`src/rtl/time_set_ctrl_pkg.sv`:
```
// Shared types and helpers for the time-setting controller: FSM states,
// BCD field limits, per-field blink masks and the wrapping BCD increment.
package set_pkg;

  typedef enum logic [2:0] {
    IDLE,
    EDIT_HH,
    EDIT_MM,
    EDIT_SS,
    COMMIT
  } state_e;

  localparam logic [7:0] HH_MAX = 8'h23;
  localparam logic [7:0] MS_MAX = 8'h59;

  localparam logic [0:5] MASK_HH   = 6'b110000;
  localparam logic [0:5] MASK_MM   = 6'b001100;
  localparam logic [0:5] MASK_SS   = 6'b000011;
  localparam logic [0:5] MASK_NONE = 6'b000000;

  // Anything at or past the limit, or not valid BCD, wraps to 00.
  function automatic logic [7:0] bcd_inc(input logic [7:0] val, input logic [7:0] lim);
    logic [7:0] res;
    if ((val[7:4] > 4'd9) || (val[3:0] > 4'd9) || (val >= lim)) begin
      res = 8'h00;
    end else if (val[3:0] == 4'd9) begin
      res = {val[7:4] + 4'd1, 4'd0};
    end else begin
      res = {val[7:4], val[3:0] + 4'd1};
    end
    return res;
  endfunction

endpackage

```
`src/rtl/time_set_ctrl_btn_conditioner.sv`:
```
// Front-panel button conditioner: two-flop synchronizer, rising-edge pulse,
// and optional hold-to-repeat pulses while the button stays pressed.
module btn_conditioner #(
  parameter int HOLD_CYC   = 500,
  parameter int REPEAT_CYC = 125,
  parameter bit AUTOREPEAT = 1'b0
) (
  input  logic clk_i,
  input  logic clr_i,
  input  logic raw_i,
  output logic pulse,
  output logic level
);

  localparam int CW = $clog2(HOLD_CYC + 1);
  localparam logic [CW-1:0] HOLD_V   = CW'(HOLD_CYC);
  localparam logic [CW-1:0] RELOAD_V = CW'(HOLD_CYC - REPEAT_CYC + 1);

  logic s1_q, s2_q, d_q;
  logic [CW-1:0] cnt_q, cnt_d;

  // Reloading below the hold threshold makes later repeats REPEAT_CYC apart.
  always_comb begin
    cnt_d = '0;
    if (s2_q) begin
      cnt_d = (cnt_q == HOLD_V) ? RELOAD_V : cnt_q + 1'b1;
    end
  end

  always_ff @(posedge clk_i) begin
    if (clr_i) begin
      s1_q  <= 1'b0;
      s2_q  <= 1'b0;
      d_q   <= 1'b0;
      cnt_q <= '0;
    end else begin
      s1_q  <= raw_i;
      s2_q  <= s1_q;
      d_q   <= s2_q;
      cnt_q <= cnt_d;
    end
  end

  assign level = s2_q;
  assign pulse = (s2_q & ~d_q) | (AUTOREPEAT & s2_q & (cnt_q == HOLD_V));

endmodule

```
`src/rtl/time_set_ctrl.sv`:
```
// Time-setting mode controller: shadows the live time, lets the user edit
// hours/minutes/seconds with two buttons, and strobes load on exit.
module time_set_ctrl
  import set_pkg::*;
#(
  parameter int HOLD_CYC   = 500,
  parameter int REPEAT_CYC = 125
) (
  input  logic       clk_1khz,
  input  logic       clr,
  input  logic       switch_setting,
  input  logic       btn_next,
  input  logic       btn_inc,
  input  logic [7:0] cur_hh,
  input  logic [7:0] cur_mm,
  input  logic [7:0] cur_ss,
  output logic [7:0] set_hh,
  output logic [7:0] set_mm,
  output logic [7:0] set_ss,
  output logic       load,
  output logic       setting_active,
  output logic [0:5] flicker_mask
);

  state_e     state_q, state_d;
  logic [7:0] hh_q, mm_q, ss_q;
  logic [7:0] hh_d, mm_d, ss_d;
  logic       nextPulse, incPulse, incLevel;

  btn_conditioner #(
    .HOLD_CYC  (HOLD_CYC),
    .REPEAT_CYC(REPEAT_CYC),
    .AUTOREPEAT(1'b0)
  ) u_next (
    .clk_i(clk_1khz),
    .clr_i(clr),
    .raw_i(btn_next),
    .pulse(nextPulse),
    .level()
  );

  btn_conditioner #(
    .HOLD_CYC  (HOLD_CYC),
    .REPEAT_CYC(REPEAT_CYC),
    .AUTOREPEAT(1'b1)
  ) u_inc (
    .clk_i(clk_1khz),
    .clr_i(clr),
    .raw_i(btn_inc),
    .pulse(incPulse),
    .level(incLevel)
  );

  // Leaving edit takes priority over any button pulse; next beats inc.
  always_comb begin
    state_d = state_q;
    hh_d    = hh_q;
    mm_d    = mm_q;
    ss_d    = ss_q;
    case (state_q)
      IDLE: begin
        hh_d = cur_hh;
        mm_d = cur_mm;
        ss_d = cur_ss;
        if (switch_setting) state_d = EDIT_HH;
      end
      EDIT_HH, EDIT_MM, EDIT_SS: begin
        if (!switch_setting) begin
          state_d = COMMIT;
        end else if (nextPulse) begin
          case (state_q)
            EDIT_HH: state_d = EDIT_MM;
            EDIT_MM: state_d = EDIT_SS;
            default: state_d = EDIT_HH;
          endcase
        end else if (incPulse) begin
          case (state_q)
            EDIT_HH: hh_d = bcd_inc(hh_q, HH_MAX);
            EDIT_MM: mm_d = bcd_inc(mm_q, MS_MAX);
            default: ss_d = bcd_inc(ss_q, MS_MAX);
          endcase
        end
      end
      COMMIT:  state_d = IDLE;
      default: state_d = IDLE;
    endcase
  end

  always_ff @(posedge clk_1khz) begin
    if (clr) begin
      state_q <= IDLE;
      hh_q    <= 8'h00;
      mm_q    <= 8'h00;
      ss_q    <= 8'h00;
    end else begin
      state_q <= state_d;
      hh_q    <= hh_d;
      mm_q    <= mm_d;
      ss_q    <= ss_d;
    end
  end

  // Blinking is suppressed while inc is held so auto-repeat stays readable.
  always_comb begin
    flicker_mask = MASK_NONE;
    case (state_q)
      EDIT_HH: flicker_mask = MASK_HH;
      EDIT_MM: flicker_mask = MASK_MM;
      EDIT_SS: flicker_mask = MASK_SS;
      default: flicker_mask = MASK_NONE;
    endcase
    if (incLevel) flicker_mask = MASK_NONE;
  end

  assign set_hh         = hh_q;
  assign set_mm         = mm_q;
  assign set_ss         = ss_q;
  assign load           = (state_q == COMMIT);
  assign setting_active = (state_q != IDLE);

endmodule
```
`config.mk`:
```
export PLATFORM = sky130hd
export DESIGN_NAME = time_set_ctrl
export DESIGN_NICKNAME = d
export VERILOG_FILES = /design/src/rtl/time_set_ctrl_pkg.sv /design/src/rtl/time_set_ctrl_btn_conditioner.sv /design/src/rtl/time_set_ctrl.sv
export SDC_FILE = /design/constraint.sdc
export NUM_CORES = 1
export LEC_CHECK = 0
export CAP_MARGIN = 5
export CORE_ASPECT_RATIO = 2
export CORE_MARGIN = 4
export CORE_UTILIZATION = 53
export CTS_CLUSTER_DIAMETER = 30
export CTS_CLUSTER_SIZE = 20
export DETAILED_ROUTE_END_ITERATION = 7
export PLACE_DENSITY_LB_ADDON = 0.25
export REMOVE_ABC_BUFFERS = 1
export SYNTH_ARGS = -nofsm -noshare
export SYNTH_HDL_FRONTEND = slang
export SYNTH_SLANG_ARGS = --single-unit
```
`constraint.sdc`:
```
create_clock -name clk_1khz -period 3.5 [get_ports clk_1khz]
set_input_delay 0.7 -clock clk_1khz [delete_from_list [all_inputs] [get_ports clk_1khz]]
set_output_delay 0.7 -clock clk_1khz [all_outputs]
set_load 0.02 [all_outputs]
```
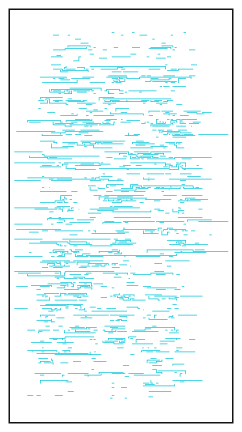
Fig. 1. The metal 1 layer.
Scale: 4 px per µm.
nets with wire on the layer: 344
wire length on this layer: 2,340 µm
longest straight run: 22.5 µm
main direction: horizontal

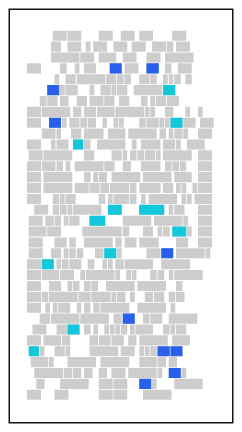
Fig. 2. Selected gate families.
Scale: 4 px per µm.
| colour | family | cells |
|---|---|---|
| cyan | non-inverting ao/oa cells | 11 |
| blue | xor and xnor cells | 10 |

registers in the layout, indices dropped and copies added (netlist names):
| register | cells |
|---|---|
| u_inc.cnt_q | 9 |
| set_hh | 8 |
| set_mm | 8 |
| set_ss | 8 |
| state_q | 3 |
| u_inc.d_q | 1 |
| u_inc.level | 1 |
| u_inc.s1_q | 1 |
| u_next.d_q | 1 |
| u_next.level | 1 |
| u_next.s1_q | 1 |
synthesized netlist by cell type, types with 3 or more instances:
cell,number
xor2_1,4
buf_4,3
nand4_1,3
or3_1,3
dfxtp_1,42
xnor2_1,6
nand2_1,29
o31ai_1,3
a211oi_1,14
clkbuf_1,13
nand2b_1,3
inv_1,20
ha_1,11
nand3_1,10
o41ai_1,3
nor3_1,15
a221oi_1,3
nor2b_1,5
and3_1,4
o21ai_0,9
nor2_1,26
a21oi_1,16
cell families (layout without fill, tap and decap cells):
| kind of cell | after synthesis | after routing | synth area share (%) |
|---|---|---|---|
| compound gates | 75 | 75 | 23.7 |
| xor+xnor | 10 | 10 | 3.66 |
| fa+ha+maj | 12 | 12 | 6.17 |
| buf+inv | 38 | 90 | 6.54 |
| flops | 42 | 42 | 35.2 |
| simple gates | 116 | 116 | 24.8 |
metrics by stage:
step / utilization [%] / cells / cell area (µm²) / worst slack [ns] / hold slack [ns]
6_report: 71.3 / 399 / 3090 / 0.720 / 0.441
5_1_grt: 71.3 / 399 / 3090 / 0.511 / 0.464
4_1_cts: 71.3 / 399 / 3090 / 0.689 / 0.443
3_5_place_dp: 69.1 / 391 / 3000 / 0.999 / 0.425
3_3_place_gp: 69.1 / 391 / 3000 / 1.04 / 0.418
2_1_floorplan: - / 275 / 2310 / 0.778 / 0.414
power breakdown:
part | internal [µW] | switching [µW]
logic | 150 | 159
registers | 510 | 55.1
clock network | 159 | 171
==> flow_summary.ini <==
; physical design summary
[setup_path]
required_ns = 2.80
start_kind = flop
reg2reg_from = state_q[0]$_SDFFE_PP0P_
cp_num_cells = 3
setup.worst_path.end = flicker_mask[5]
end_kind = output pin
reg2reg_depth = 5
cp.buffers_inverters = 2
regToRegEndpoint = set_mm[6]$_SDFFE_PP0P_

[die]
coreArea_mm2 = 0.00434
fp_util_pct = 55.1
die_area_mm2 = 0.00572
ios = 61
floorplan.die.height_um = 103

[routing]
wirelength_met1_mm = 2.34
drt_iter0_markers = 62
dr_wl_met2_mm = 3.30
drc = 0
viasPerCell = 5.92
wl_per_cell_um = 15.0
wl_met3_um = 264
topRoutingLayerUsed = met4

[timing]
hold_viol_final = 0
finalMaxSlewViolations = 0
rsz0062_at_grt = no
period_used_pct = 79.4
max_freq_mhz = 360
finClkSkew_ns = 0.00835
worst_slew_pin_slew_ns = 0.842
finalCriticalPeriod_ns = 2.78
fin_tns_setup_ns = 0

[cells_and_area]
mostFrequentLayoutCell = clkdlybuf4s50_1
buffer_area_share_pct = 19.9
nNonClkBuffers = 62
dominant_cells = combinational gates
inv_count = 20
clock_cell_area_share_pct = 3.08
num-clock-buffers = 6
layout.nets = 384
layout-drive-gt1-share_pct = 6.38
ff_count = 42
fillers = 389
nMultiInputCombCells = 213
logic_area_mm2 = 0.00140

[synthesis]
synthTopCellsByArea = dfxtp_1 35%, ha_1 5.8%, nand2_1 4.6%
synth_flops = 42
top_cell_area_share_pct = 35.2
edf_count = 0
netlist_area_mm2 = 0.00239
syn_area_per_cell_um2 = 8.16
synth_top_flop_cell = dfxtp_1
yosys.stat.seqShare_pct = 35.2

[global_routing]
met1_usage_pct = 22.2
grt_pass1_wl_mm = 10.0
antenna_found_initial = 0
gr-total-overflow = 0
grt_util_met3_pct = 3.51
use_met2_pct = 41.2
grt_max_degree = 22
top_usage_layer = met2

[pwr]
p_leak_uw = 0.00116
pwr_density_cell_mw_per_mm2 = 390
vdd_drop_max_uv = 271

[job]
openroad.warnings = 35
drv_cap = 0

[hold_path]
holdPathStages = 1
hp-class = flop to flop
worst_hold_path.endpoint = u_next.level$_SDFF_PP0_
hold_path.startpoint = u_next.s1_q$_SDFF_PP0_

[placement]
routabilityCongestion = 0.843
portBuffers = 60

[clock_network]
clk_path_buf_depth = 2
htreeDepth = 2
clkLatencyLatePin_ns = 0.29
cts_buffers = 5
cts_tree = yes

[status]
status = completed
Power figures rest on the tool's default switching activity, not on a simulated workload.
